===== src/rtl/regdump_pkg.sv =====
// Shared types for the register-file dump reader: FSM state encoding,
// default geometry and the {index, data} stream payload.
package regdump_pkg;

  localparam int NUM_REGS_DEF = 32;
  localparam int IDX_W_DEF    = 5;
  localparam int DATA_W_DEF   = 32;

  typedef enum logic [1:0] {
    IDLE  = 2'd0,
    FETCH = 2'd1,
    SEND  = 2'd2,
    DONE  = 2'd3
  } state_t;

  typedef struct packed {
    logic [IDX_W_DEF-1:0]  index;
    logic [DATA_W_DEF-1:0] data;
  } entry_t;

endpackage


===== src/rtl/regfile_dump_reader.sv =====
// Walks register indices 0..NUM_REGS-1 through one async read port and streams
// {index, value} pairs. Define REGDUMP_SKIP_ZERO_EN to suppress zero-valued entries.
//
// state | meaning
// IDLE  | waiting for start; rdAddr parked at the last idx
// FETCH | rdData for idx is sampled into the output holding registers
// SEND  | entry presented with outValid; waits for outReady
// DONE  | one-cycle done pulse, then back to IDLE
module regfile_dump_reader
  import regdump_pkg::*;
#(
  parameter int NUM_REGS = NUM_REGS_DEF,
  parameter int IDX_W    = IDX_W_DEF,
  parameter int DATA_W   = DATA_W_DEF
) (
  input  logic              clk,
  input  logic              reset,
  input  logic              start,
  output logic [IDX_W-1:0]  rdAddr,
  input  logic [DATA_W-1:0] rdData,
  output logic              outValid,
  input  logic              outReady,
  output logic [IDX_W-1:0]  outIndex,
  output logic [DATA_W-1:0] outData,
  output logic              busy,
  output logic              done
);

  localparam logic [IDX_W-1:0] LAST_IDX = IDX_W'(NUM_REGS - 1);

  state_t           state;
  logic [IDX_W-1:0] idx;

  assign rdAddr = idx;

  always_ff @(posedge clk) begin
    if (reset) begin
      state    <= IDLE;
      idx      <= '0;
      outValid <= 1'b0;
      outIndex <= '0;
      outData  <= '0;
      busy     <= 1'b0;
      done     <= 1'b0;
    end else begin
      done <= 1'b0;
      case (state)
        IDLE: begin
          if (start) begin
            idx   <= '0;
            busy  <= 1'b1;
            state <= FETCH;
          end
        end
        FETCH: begin
`ifdef REGDUMP_SKIP_ZERO_EN
          // zero entries cost one FETCH cycle each and are never presented
          if (rdData == '0) begin
            if (idx == LAST_IDX) begin
              done  <= 1'b1;
              state <= DONE;
            end else begin
              idx <= idx + 1'b1;
            end
          end else begin
            outData  <= rdData;
            outIndex <= idx;
            outValid <= 1'b1;
            state    <= SEND;
          end
`else
          outData  <= rdData;
          outIndex <= idx;
          outValid <= 1'b1;
          state    <= SEND;
`endif
        end
        SEND: begin
          if (outReady) begin
            outValid <= 1'b0;
            // terminal test before increment so idx never wraps
            if (idx == LAST_IDX) begin
              done  <= 1'b1;
              state <= DONE;
            end else begin
              idx   <= idx + 1'b1;
              state <= FETCH;
            end
          end
        end
        DONE: begin
          busy  <= 1'b0;
          state <= IDLE;
        end
        default: state <= IDLE;
      endcase
    end
  end

endmodule


===== config.mk =====
export PLATFORM = sky130hd
export DESIGN_NAME = regfile_dump_reader
export DESIGN_NICKNAME = d
export VERILOG_FILES = /design/src/rtl/regdump_pkg.sv /design/src/rtl/regfile_dump_reader.sv
export SDC_FILE = /design/constraint.sdc
export NUM_CORES = 1
export LEC_CHECK = 0
export CORE_MARGIN = 2
export CORE_UTILIZATION = 40
export DETAILED_ROUTE_END_ITERATION = 10
export GPL_TIMING_DRIVEN = 0
export MAX_ROUTING_LAYER = met4
export PLACE_DENSITY_LB_ADDON = 0.05
export RECOVER_POWER = 50
export SLEW_MARGIN = 15
export SYNTH_ARGS = -nofsm -noshare
export SYNTH_HDL_FRONTEND = slang
export SYNTH_SLANG_ARGS = --single-unit

===== constraint.sdc =====
create_clock -name clk -period 5.5 [get_ports clk]
set_clock_uncertainty 0.05 [all_clocks]
set_input_delay 0.825 -clock clk [delete_from_list [all_inputs] [get_ports clk]]
set_output_delay 0.825 -clock clk [all_outputs]
set_load 0.005 [all_outputs]

==> out/writeup.txt <==
For the required time of the worst setup path, the log shows 4.62 ns. The share of the synthesized area in the top cell type is 0.5285. With the share of the synthesized netlist area taken by xor and xnor gates at 0, the clock share of power is 0.301. The main flop type after synthesis was sky130_fd_sc_hd__dfxtp_1. The worst setup path is captured at an output port. The relative area of non-clock buffer cells in the final design came out at 0.3252. The run gives 0.1780 as the overall track demand over capacity in global routing. Top logic cell by instance count in the layout: sky130_fd_sc_hd__nand2_1. The total stage count of the critical path came out at 1. The family of cells with the greatest summed delay on the critical path is buffers and inverters.

From synthesis to final layout, the design area changed by 53.20%. Yosys reports that the most numerous cell types are 75 x sky130_fd_sc_hd__nand2_1, 47 x sky130_fd_sc_hd__dfxtp_1, 43 x sky130_fd_sc_hd__a21oi_1. The run gives 0.004324 sq mm as the core region area.

The critical path in the final layout is reported with a setup slack of 3.307 ns. The run gives 0.102 mW as the combinational gate power. The count of unique library cells instantiated by Yosys was 31.

The routed design shows a wire length per standard cell of 12.29 microns. With the initial core utilization at 0.4117, the count of non-CTS inverters in the layout is 1. The simple-gate area share of the yosys netlist is 0.2439.

The path depth of the worst reg2reg path works out to 6. The number of routed nets with antenna violations came out at 0. The sequential logic power is 0.362 mW.

The number of hold buffers added after CTS was 0. The post-synthesis average cell area works out to 8.398 sq um. In the final layout, excluding clock buffers the buffer count is 95. The count of H-tree levels built during CTS is 2, and the share of synthesized registers carrying an async set or reset is 0. Wire segments on met2 add up to 1.967 mm in the final route. Per the finish-stage timing summary, setup violations number 0.

The utilization of the core after routing came out at 0.6308. Highest routed metal layer: met4. The first-pass GRT wire length came out at 6.989 mm. For the leakage power, the log shows 1.097 nW. The run gives 0.2222 as the met1 routing resource usage after global routing.

The register with the most flip-flops in the layout has 32 of them. The number of top-level design ports was 81; the chip area line of the yosys report was 0.001780 sq mm. The share of post-route cells with drive strength above 1 was 0.06667. The run gives 1 for the buffer-and-inverter tally for the worst setup path. For the maximum resistive drop on vdd, the log shows 0.1668 mV.

With the first-pass iteration count of the detailed router at 4, the area of the die is 0.005001 sq mm. With the multiplexer share of the synthesized area at 0.005622, the area after detailed placement is 0.002646 sq mm. For reference, the most critical setup path is categorized as reg -> out. The proportion of synthesized chip area in sequential cells was 0.5285. The flow ran to the end, and the final reports show no timing, DRC or antenna violations.

In this run the core area contains 24 standard-cell rows.
Figure 1. Met3 routing.
Bar = 20 microns.
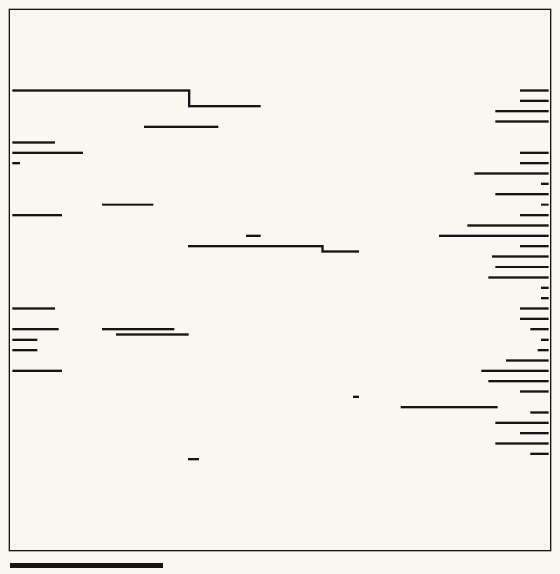
main direction = horizontal
wire length on this layer = 306 microns
share of all routed wire = 7.1%
count of vias placed by the detailed router: 1703
met3 capacity usage during global routing: 0.03989
post-detailed-routing wire length: 4.325 mm

Figure 2. Cell placement.
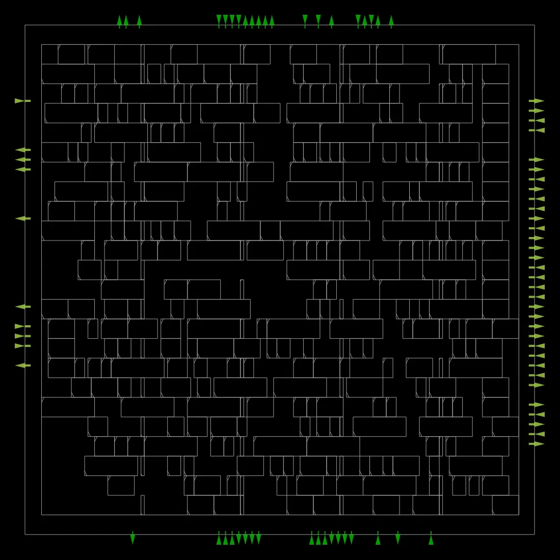
tally of filler cells in the layout: 403
fraction of area in registers: 0.3450
Well Taps: 52

Figure 3. Gate families picked out.
Bar = 20 microns.
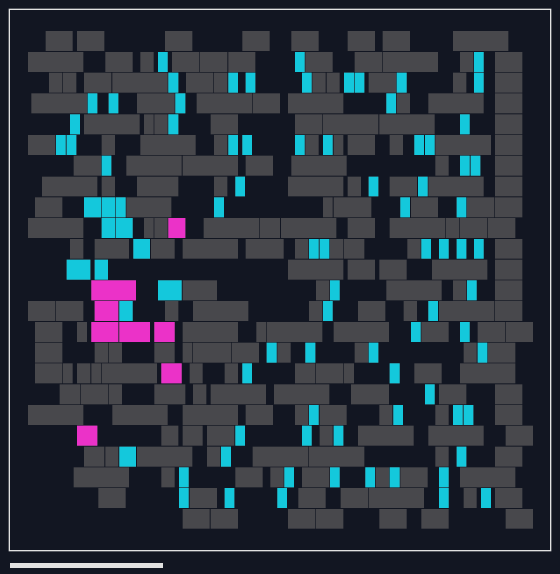
AND and OR gates -> magenta  # cells 8, where left middle
NAND gates -> cyan  # cells 85, where spread over the die

Figure 4. Wires at chosen ports, followed through buffers.
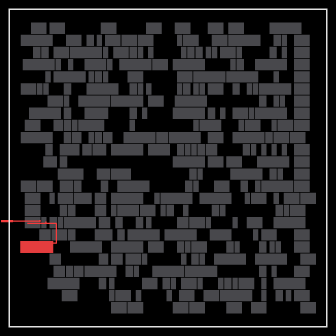
outValid -> red  # direction output, edge left, end cells 1, buffers 1, wire 18.5 microns

Power and IR drop assume default switching activity.
